Fig. 1: run 1, pin placement
Pins as bars across the die edge, other pins in grey.
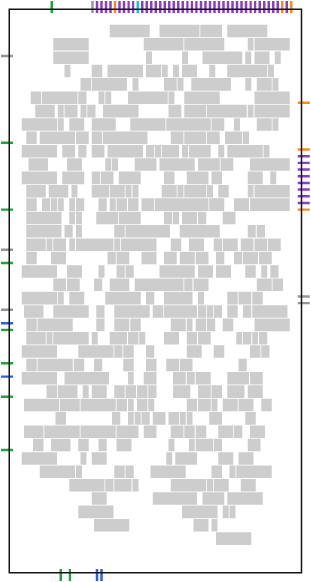
Fig. 2: run 1, wires at chosen ports, followed through buffers
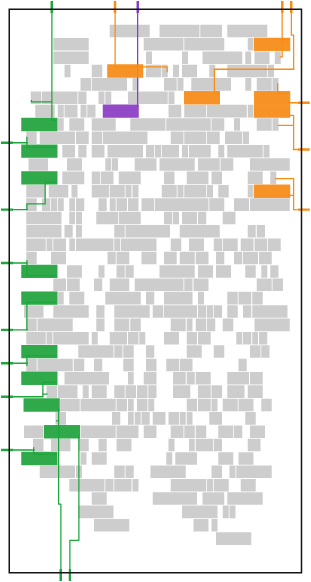
Fig. 3: run 1, clock wires, drivers and flops
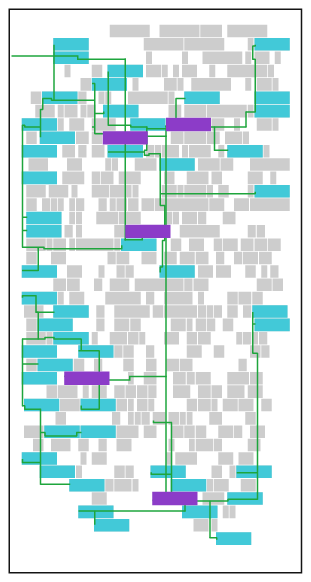
### src/rtl/hub75_bcm_scanner.sv
// hub75_bcm_scanner: HUB75 panel driver with binary-coded modulation read from a synchronous pixel RAM
module hub75_bcm_scanner #(
  parameter int COLS      = 64,
  parameter int ROWS_HALF = 16,
  parameter int BITS      = 8,
  parameter int OE_UNIT   = 1,
  localparam int CW = $clog2(COLS),
  localparam int RW = $clog2(ROWS_HALF)
) (
  input  logic                clk,
  input  logic                rst,
  input  logic                en,
  output logic [RW+CW-1:0]    rd_addr,
  input  logic [47:0]         rd_data,
  output logic                hub_clk,
  output logic                hub_lat,
  output logic                hub_oe_n,
  output logic [RW-1:0]       hub_addr,
  output logic [5:0]          hub_rgb,
  output logic                frame_done
);
  localparam int PW = (BITS > 1) ? $clog2(BITS) : 1;
  localparam int DW = $clog2((OE_UNIT << (BITS - 1)) + 1);
  typedef enum logic [1:0] {IDLE, SHIFT, LATCH, DISPLAY} state_t;
  state_t st, st_n;
  logic [1:0] ph, ph_n;
  logic [CW-1:0] col, col_n;
  logic [RW-1:0] row, row_n;
  logic [PW-1:0] plane, plane_n;
  logic [DW-1:0] dcnt, dcnt_n, oe_last;
  logic [2:0] pidx;
  logic [7:0] byte_s [6];
  logic [5:0] bits;
  logic frame_end;
  assign oe_last = DW'((OE_UNIT << plane) - 1);
  assign pidx = 3'(plane);
  // byte 0 is b_bot, so bit i of the plane slice lands on hub_rgb[i]
  for (genvar i = 0; i < 6; i++) begin : g_bits
    assign byte_s[i] = rd_data[8*i +: 8];
    assign bits[i] = byte_s[i][pidx];
  end
  always_comb begin
    st_n = st;
    ph_n = ph;
    col_n = col;
    row_n = row;
    plane_n = plane;
    dcnt_n = dcnt;
    case (st)
      IDLE: if (en) begin
        st_n = SHIFT;
        ph_n = '0;
        col_n = '0;
        row_n = '0;
        plane_n = '0;
      end
      SHIFT: begin
        ph_n = (ph == 2'd2) ? 2'd0 : ph + 2'd1;
        if (ph == 2'd2) begin
          col_n = col + 1'b1;
          st_n = (col == CW'(COLS - 1)) ? LATCH : SHIFT;
        end
      end
      LATCH: begin
        st_n = DISPLAY;
        dcnt_n = '0;
      end
      DISPLAY: begin
        dcnt_n = dcnt + 1'b1;
        if (dcnt == oe_last) begin
          dcnt_n = '0;
          st_n = SHIFT;
          if (plane == PW'(BITS - 1)) begin
            plane_n = '0;
            row_n = row + 1'b1;
            if (row == RW'(ROWS_HALF - 1)) st_n = en ? SHIFT : IDLE;
          end else begin
            plane_n = plane + 1'b1;
          end
        end
      end
      default: st_n = IDLE;
    endcase
  end
  // outputs are registered from next-state values so each phase shows its own levels
  assign frame_end = (st_n == DISPLAY) && (dcnt_n == oe_last) &&
                     (plane == PW'(BITS - 1)) && (row == RW'(ROWS_HALF - 1));
  always_ff @(posedge clk) begin
    if (rst) begin
      st <= IDLE;
      ph <= '0;
      col <= '0;
      row <= '0;
      plane <= '0;
      dcnt <= '0;
      rd_addr <= '0;
      hub_clk <= 1'b0;
      hub_lat <= 1'b0;
      hub_oe_n <= 1'b1;
      hub_addr <= '0;
      hub_rgb <= '0;
      frame_done <= 1'b0;
    end else begin
      st <= st_n;
      ph <= ph_n;
      col <= col_n;
      row <= row_n;
      plane <= plane_n;
      dcnt <= dcnt_n;
      rd_addr <= (st_n == SHIFT && ph_n == 2'd0) ? {row_n, col_n} : rd_addr;
      hub_clk <= (st_n == SHIFT) && (ph_n == 2'd2);
      hub_rgb <= (st == SHIFT && ph == 2'd1) ? bits : hub_rgb;
      hub_lat <= (st_n == LATCH);
      hub_addr <= (st_n == LATCH) ? row_n : hub_addr;
      hub_oe_n <= (st_n != DISPLAY);
      frame_done <= frame_end;
    end
  end
endmodule

### config.mk
export PLATFORM = sky130hd
export DESIGN_NAME = hub75_bcm_scanner
export DESIGN_NICKNAME = d
export VERILOG_FILES = /design/src/rtl/hub75_bcm_scanner.sv
export SDC_FILE = /design/constraint.sdc
export NUM_CORES = 1
export LEC_CHECK = 0
export CAP_MARGIN = 0
export CORE_ASPECT_RATIO = 2
export CORE_MARGIN = 2
export CORE_UTILIZATION = 55
export CTS_CLUSTER_DIAMETER = 80
export DETAILED_ROUTE_END_ITERATION = 7
export DONT_BUFFER_PORTS = 1
export PLACE_DENSITY = 0.71
export SYNTH_ARGS = -nofsm -noshare
export SYNTH_HDL_FRONTEND = slang
export SYNTH_SLANG_ARGS = --single-unit
### constraint.sdc
create_clock -name clk -period 3.9 [get_ports clk]
set_clock_uncertainty 0.2 [all_clocks]
set_input_delay 0.78 -clock clk [delete_from_list [all_inputs] [get_ports clk]]
set_output_delay 0.78 -clock clk [all_outputs]
set_load 0.02 [all_outputs]
==> Changelog: implementation, run 1 <==
### Metrics

- Status: finished, final reports clean
- Synth Area per Inst: 9.01 sq um
- Fmax: 0.297 GHz
- R2r setup slk: 0.54 ns
- Most common cell in the netlist: dfxtp_1
- Final hold vios: 0
- CTS tree: done
- Syn Std Cell Area: 3350 sq um
- Post-synth EDFFs: 0
- Reg clk slew, reported paths: 0.07 ns
- Slowest cell on crit path: dfxtp_1
- Pleak: 1.28 nW
- Initial antenna violation count: 0
- Net Switching: 0.260 mW
- CTS sink cnt: 49
- Maximum VDD drop: 0.299 mV
- Worst Hold Path EP: col[1]
- Internal: 0.865 mW
- First-pass GRT wire length: 12700 um
- Hpwl dp: 6370 um
- Floorplan core density: 0.563
Notes on Fig. 1 above:
rd_addr -> green  # pins 10, direction output, edge 7 left, 2 bottom, 1 top
rd_data -> purple  # pins 48, direction input, edge 40 top, 8 right
hub_lat -> cyan  # pins 1, direction output, edge top
hub_rgb -> orange  # pins 6, direction output, edge 3 top, 3 right
hub_addr -> blue  # pins 4, direction output, edge 2 left, 2 bottom
IO buf count: 0
die width: 59.2 um

Notes on Fig. 2 above:
hub_rgb -> orange  # bits 6, direction output, end cells 6, wire 97.8 um
rd_addr -> green  # bits 10, direction output, end cells 10, wire 177 um
hub_lat -> purple  # bits 1, direction output, end cells 1, wire 19.5 um
I/O pins: 75

Notes on Fig. 3 above:
clock drivers -> purple  # count 5
clock wires -> green  # length 658 um
flip-flops -> cyan  # count 49
flops lie = widely spread
routed clock nets = 6
Clock power frac: 0.457
clk pwr: 0.515 mW

run 1: logic make-up (layout without fill, tap and decap cells):
family                   Yosys count  in the layout  share of synthesized area
flip-flops                        49             49                      0.293
adder cells (fa/ha/maj)           13             13                     0.0485
XOR/XNOR                          17             17                     0.0485
AND-OR/OR-AND                     82             82                      0.198
AND/OR/NAND/NOR                  152            152                      0.238
buffers and inverters             32             27                     0.0455
multiplexers                      27             27                      0.129
run 1: layer usage:
metal | up-vias | GRT usage | share of wire
li1 | 1356 | - | -
met1 | 1355 | 0.245 | 0.34
met2 | 72 | 0.453 | 0.57
met3 | 27 | 0.0441 | 0.038
met4 | 0 | 0.153 | 0.049
met5 | - | 0 | 0
run 1: worst max-delay path by stage:
| stage | startpoint | end |
|---|---|---|
| floorplan | pidx[0] | frame_done |
| global placement | pidx[0] | frame_done |
| detailed placement | pidx[0] | rd_addr[8] |
| CTS | pidx[0] | rd_addr[6] |
| global route | pidx[0] | rd_addr[7] |
| finish | pidx[0] | frame_done |
run 1: registers in the layout (all words and copies together) (netlist names):
signal	cells
rd_addr	10
dcnt	8
col	6
hub_rgb	6
hub_addr	4
row	4
pidx	3
ph	2
st	2
frame_done	1
hub_clk	1
hub_lat	1
hub_oe_n	1
run 1: power groups by stage:
stage	Combinational [mW]	Clock [mW]	Sequential, mW
finish	0.0912	0.515	0.520
global route	0.0991	0.543	0.520
CTS	0.0918	0.523	0.519
detailed placement	0.0913	0	0.531
global placement	0.0906	0	0.531
floorplan	0.0847	0	0.529
run 1: cells in the final DEF (no fill, tap or decap), drive strengths merged, types with 3 or more instances in the layout:
| cell type | instances |
|---|---|
| dfxtp | 49 |
| nor2 | 39 |
| nand2 | 32 |
| nor2b | 19 |
| nor3 | 15 |
| ha | 13 |
| a21oi | 13 |
| mux4 | 12 |
| a311oi | 11 |
| mux2 | 11 |
| buf | 10 |
| o21ai | 10 |
| inv | 8 |
| xnor2 | 8 |
| xor2 | 8 |
| nand3 | 8 |
| o211ai | 6 |
| clkbuf | 6 |
| nand4 | 6 |
| a211oi | 6 |
| a22oi | 5 |
| nand2b | 5 |
| or3 | 5 |
| mux2i | 4 |
| a31oi | 4 |
| and2 | 4 |
| nor4 | 4 |
| nand3b | 3 |
| or2 | 3 |
| o21a | 3 |
run 1: metrics by stage:
step / cell area, sq um / util / total power [mW] / worst slack, ns / cells
final: 3560 / 0.599 / 1.13 / 0.537 / 430
after CTS: 3560 / 0.599 / 1.13 / 0.529 / 430
after detailed placement: 3390 / 0.569 / 0.622 / 0.586 / 422
after global routing: 3560 / 0.599 / 1.16 / 0.327 / 430
after floorplan: 3350 / - / 0.613 / 0.200 / 372
after global placement: 3390 / 0.569 / 0.621 / 0.682 / 422
run 1: cell type report:
| type | count | area share |
|---|---|---|
| inverter | 9 | 0.00948 |
| clock buffer | 6 | 0.0390 |
| sequential | 49 | 0.275 |
| clock inverter | 2 | 0.0105 |
| timing repair buffer | 10 | 0.0211 |
| multi-input combinational | 291 | 0.623 |
| tap | 63 | 0.0221 |
run 1: tightest hold or removal path, cell delays in order (launching register included):
cell	delay (ns)
dfxtp_1	0.33
nand2_1	0.06
a21oi_1	0.07
==> inputs of run 2 (changes only) <==
--- a/config.mk
+++ b/config.mk
@@ -12,6 +12,7 @@
 export CTS_CLUSTER_DIAMETER = 80
 export DETAILED_ROUTE_END_ITERATION = 7
 export DONT_BUFFER_PORTS = 1
+export GPL_TIMING_DRIVEN = 1
 export PLACE_DENSITY = 0.71
 export SYNTH_ARGS = -nofsm -noshare
 export SYNTH_HDL_FRONTEND = slang
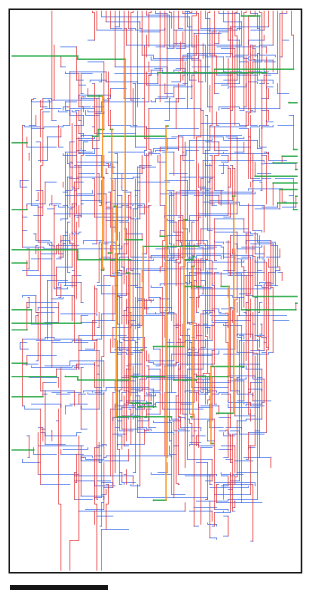
Fig. 4. Signal wires by layer (run 2).
Scale bar: 20 um.
metal 1 -> blue  # wire length 2780 um
metal 4 -> orange  # wire length 399 um
metal 2 -> red  # wire length 4700 um
metal 3 -> green  # wire length 314 um
routed len/inst: 19.1 um
gr usage total: 0.249

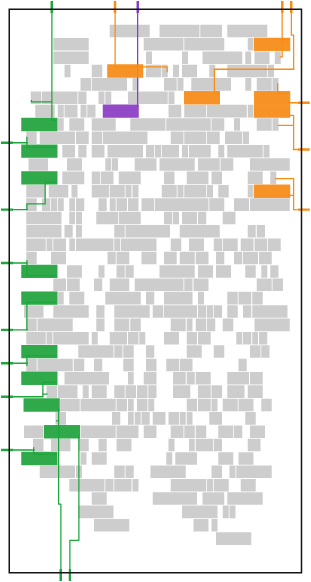
Fig. 5. Wires at chosen ports, followed through buffers (run 2).

==> run 2 against run 1 <==
Sequential power barely moved; synthesized cell count did not move; clock power barely moved; worst setup slack did not move; synthesized area did not move; final cell count did not move; critical path depth did not move.
==> Changelog: implementation, run 2 <==
### Metrics

- Final Util: 0.599 (unchanged)
- Reg clk slew, reported paths: 0.07 ns (about the same)
- Floorplan core density: 0.563 (unchanged)
- Pleak: 1.28 nW (unchanged)
- CTS tree: done
- Mux frac, synth: 0.129 (unchanged)
- Fmax: 0.297 GHz (unchanged)
- Final Cell Area: 3560 sq um (unchanged)
- Yosys adder share: 0.0485 (unchanged)
- Largest Register: rd_addr
- Syn Std Cell Area: 3350 sq um (unchanged)
- Dominant logic cell types in the final layout: dfxtp_1 (49), nor2_1 (38), nand2_1 (32), nor2b_1 (19), nor3_1 (15)
- CP Launch Point: pidx[0]
- Basic Gates by Area: 0.238 (unchanged)
- Top flop regs: rd_addr (10), dcnt (8)
- IO buf count: 0 (unchanged)
- Post-synth EDFFs: 0 (unchanged)
- CTS sink cnt: 49 (unchanged)
- Area post-placement: 3390 sq um (unchanged)
- Dominant combinational family: simple AND/OR/NAND/NOR gates
- Die width: 59.2 um (unchanged)
- Yosys aoi share: 0.198 (unchanged)
- Slowest cell on crit path: dfxtp_1
- Hpwl dp: 6370 um (unchanged)
- Dominant flop cell: dfxtp_1
- Final hold vios: 0 (unchanged)
- R2r setup slk: 0.54 ns (about the same)
- Max reg flops: 10 (unchanged)
- Maximum VDD drop: 0.299 mV (unchanged)
- Synth Area per Inst: 9.01 sq um (unchanged)
- I/O pins: 75 (unchanged)
- Worst Hold Path EP: col[1]
- Most common cell in the netlist: dfxtp_1
- Status: finished, final reports clean
- XOR/XNOR Area Share: 0.0485 (unchanged)
- R2R cell count: 9
[run 2: cell counts after synthesis]
Identical to the previous run, type by type.
[run 2: how the worst max path moves through the flow]
stage | to | cells after the start | slack, ns
after floorplan | frame_done | 12 | 0.20
after detailed placement | rd_addr[8] | 9 | 0.59
after CTS | rd_addr[6] | 9 | 0.53
final | frame_done | 9 | 0.54
after global routing | rd_addr[7] | 9 | 0.33
after global placement | frame_done | 9 | 0.68
[run 2: worst min-delay path, cell delays in order (launching register included)]
cell     delay (ns)
dfxtp_1        0.33
nand2_1        0.06
a21oi_1        0.07
[run 2: per-stage QoR]
step	setup WS (ns)	power, mW
after global routing	0.327	1.16
final	0.537	1.13
after detailed placement	0.586	0.622
after floorplan	0.200	0.613
after CTS	0.529	1.13
after global placement	0.682	0.621
[run 2: cell type report]
| type | instances | area (sq um) | area share |
|---|---|---|---|
| Multi-Input combinational cell | 291 | 2220 | 0.623 |
| Sequential cell | 49 | 981 | 0.275 |
| Clock buffer | 6 | 139 | 0.0390 |
| Tap cell | 63 | 78.8 | 0.0221 |
| Inverter | 9 | 33.8 | 0.00948 |
| Clock inverter | 2 | 37.5 | 0.0105 |
| Timing Repair Buffer | 10 | 75.1 | 0.0211 |
[run 2: kinds of logic (layout without fill, tap and decap cells)]
group | after synthesis | count (layout)
flip-flops | 49 | 49
AND-OR/OR-AND | 82 | 82
multiplexers | 27 | 27
AND/OR/NAND/NOR | 152 | 152
adder cells (fa/ha/maj) | 13 | 13
XOR/XNOR | 17 | 17
buffers and inverters | 32 | 27
[run 2: report_power, final]
part           total, mW  internal (mW)  switching, mW
clock              0.515          0.320          0.195
combinational     0.0912         0.0381         0.0531
sequential         0.520          0.507         0.0125
total               1.13          0.865          0.260
[run 2: metal layers]
metal | track usage | part of all wire | wire (um)
met3 | 0.0441 | 0.038 | 314
met5 | 0 | 0 | 0
met4 | 0.153 | 0.049 | 398
met2 | 0.453 | 0.57 | 4700
met1 | 0.245 | 0.34 | 2780
Fig. 6: run 2, clock wires, drivers and flops
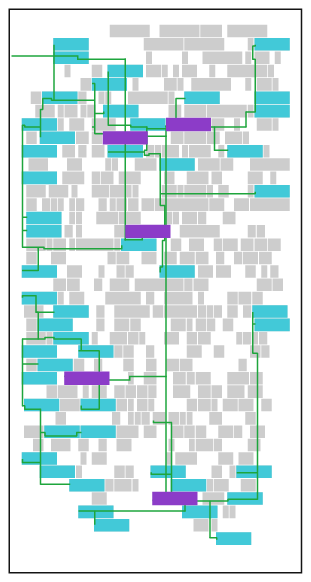

==> inputs of run 3 (changes only) <==
--- a/config.mk
+++ b/config.mk
@@ -13,7 +13,7 @@
 export DETAILED_ROUTE_END_ITERATION = 7
 export DONT_BUFFER_PORTS = 1
 export GPL_TIMING_DRIVEN = 1
-export PLACE_DENSITY = 0.71
+export PLACE_DENSITY = 0.68
 export SYNTH_ARGS = -nofsm -noshare
 export SYNTH_HDL_FRONTEND = slang
 export SYNTH_SLANG_ARGS = --single-unit
==> constraint.sdc (replaced) <==
create_clock -name clk -period 4.16 [get_ports clk]
set_clock_uncertainty 0.2 [all_clocks]
set_input_delay 0.832 -clock clk [delete_from_list [all_inputs] [get_ports clk]]
set_output_delay 0.832 -clock clk [all_outputs]
set_load 0.02 [all_outputs]
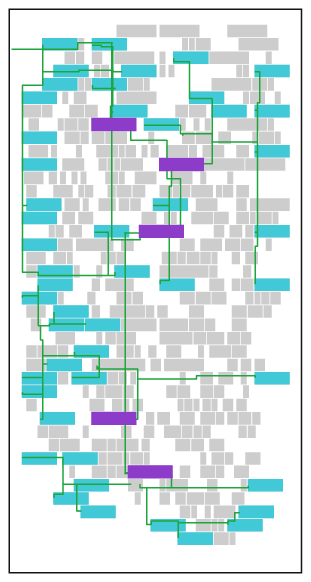
Fig. 7. Clock wires, drivers and flops (run 3).
worst skew pair latency: 0.29 ns
clk pwr: 0.471 mW

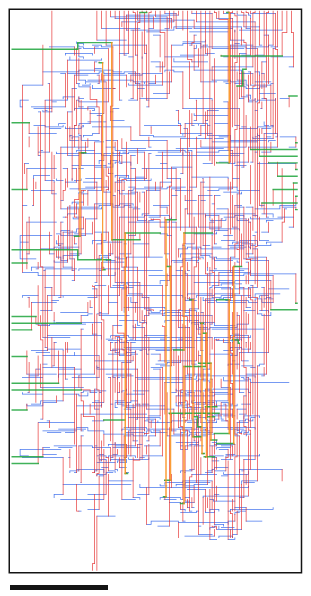
Fig. 8. Signal wires by layer (run 3).
Scale bar: 20 um.
metal 1 -> blue  # wire length 3080 um
metal 4 -> orange  # wire length 489 um
metal 2 -> red  # wire length 4650 um
metal 3 -> green  # wire length 263 um
routed len/inst: 19.9 um
via count: 2830
final WL: 8480 um

==> run 3 against run 2 <==
Synthesized area is the same; combinational power shrank 5.4%; sequential share of layout area grew 0.27 points; total power shrank 7.2%; critical endpoint is now rd_addr[7]; largest power group unchanged.
==> Changelog: implementation, run 3 <==
### Metrics

- Fmax: 0.288 GHz (-3.1%)
- Max reg flops: 10 (unchanged)
- IO buf count: 0 (unchanged)
- Pleak: 1.26 nW (-1.7%)
- Worst Hold Path EP: col[1]
- Top flop regs: rd_addr (10), dcnt (8)
- Final Cell Area: 3530 sq um (-0.98%)
- CP Launch Point: pidx[1]
- Flop area: 981 sq um (unchanged)
- Status: finished, final reports clean
- Gr usage total: 0.257 (+0.00841)
- CTS tree: done
- R2r setup slk: 0.69 ns (+0.15 ns)
- Dominant flop cell: dfxtp_1
- Largest Register: rd_addr
- Syn Std Cell Area: 3350 sq um (unchanged)
- Floorplan core density: 0.563 (unchanged)
- R2R cell count: 9 (unchanged)
- CTS sink cnt: 49 (unchanged)
- Fin. max-slew vios: 0
- Hpwl dp: 6590 um (+3.4%)
- Die width: 59.2 um (unchanged)
- Reg clk slew, reported paths: 0.07 ns (about the same)
- Logic area: 2220 sq um (unchanged)
- Pwr Total: 1.04 mW (-7.2%)
[run 3: cell count changes in the layout (fill, tap and decap cells not counted)]
cell	previous run	this run
clkbuf_8	1	0
clkinv_4	0	1
buf_4	10	6
[run 3: how the worst max path moves through the flow]
stage	to	slack (ns)	depth (start not counted)
3_3_place_gp	rd_addr[2]	0.84	9
3_5_place_dp	rd_addr[5]	0.71	9
5_1_grt	rd_addr[7]	0.49	9
2_1_floorplan	frame_done	0.46	12
6_report	rd_addr[7]	0.69	9
4_1_cts	rd_addr[7]	0.69	9
[run 3: cells by family after synthesis]
group,count (synthesis),synth area share
simple gates,152,0.238
mux,27,0.129
buf+inv,32,0.0455
flops,49,0.293
compound gates,82,0.198
fa+ha+maj,13,0.0485
xor+xnor,17,0.0485
[run 3: where the power goes]
group | internal (mW) | total (mW) | switching (mW)
Combinational | 0.0358 | 0.0863 | 0.0505
Sequential | 0.475 | 0.487 | 0.0114
Clock | 0.285 | 0.471 | 0.187
[run 3: cell type report]
class                           count  area share
Clock buffer                        5      0.0354
Timing Repair Buffer                6      0.0128
Sequential cell                    49       0.278
Tap cell                           63      0.0223
Multi-Input combinational cell    291       0.629
Clock inverter                      3      0.0131
Inverter                            9     0.00957
[run 3: per-layer routing]
metal	wire length, um	vias up	global-route usage
met3	262	31	0.0362
met5	0	-	0
met4	488	0	0.167
met1	3080	1366	0.268
li1	-	1357	-
met2	4650	76	0.456
[run 3: metrics by stage]
stage	utilization	setup slack [ns]
6_report	0.593	0.687
3_5_place_dp	0.564	0.709
4_1_cts	0.593	0.691
3_3_place_gp	0.564	0.844
2_1_floorplan	-	0.460
5_1_grt	0.593	0.495
[run 3: critical path, cell delays in order, from the launching register on]
cell     delay, ns
dfxtp_1       0.52
inv_1         0.19
ha_1          0.33
nor4_2        0.42
xnor3_1       0.23
a21bo_4       0.26
nor2_2        0.25
o21a_1        0.31
nand4_4       0.25
mux2_1        0.38
Power is estimated from default activity; no workload was simulated.
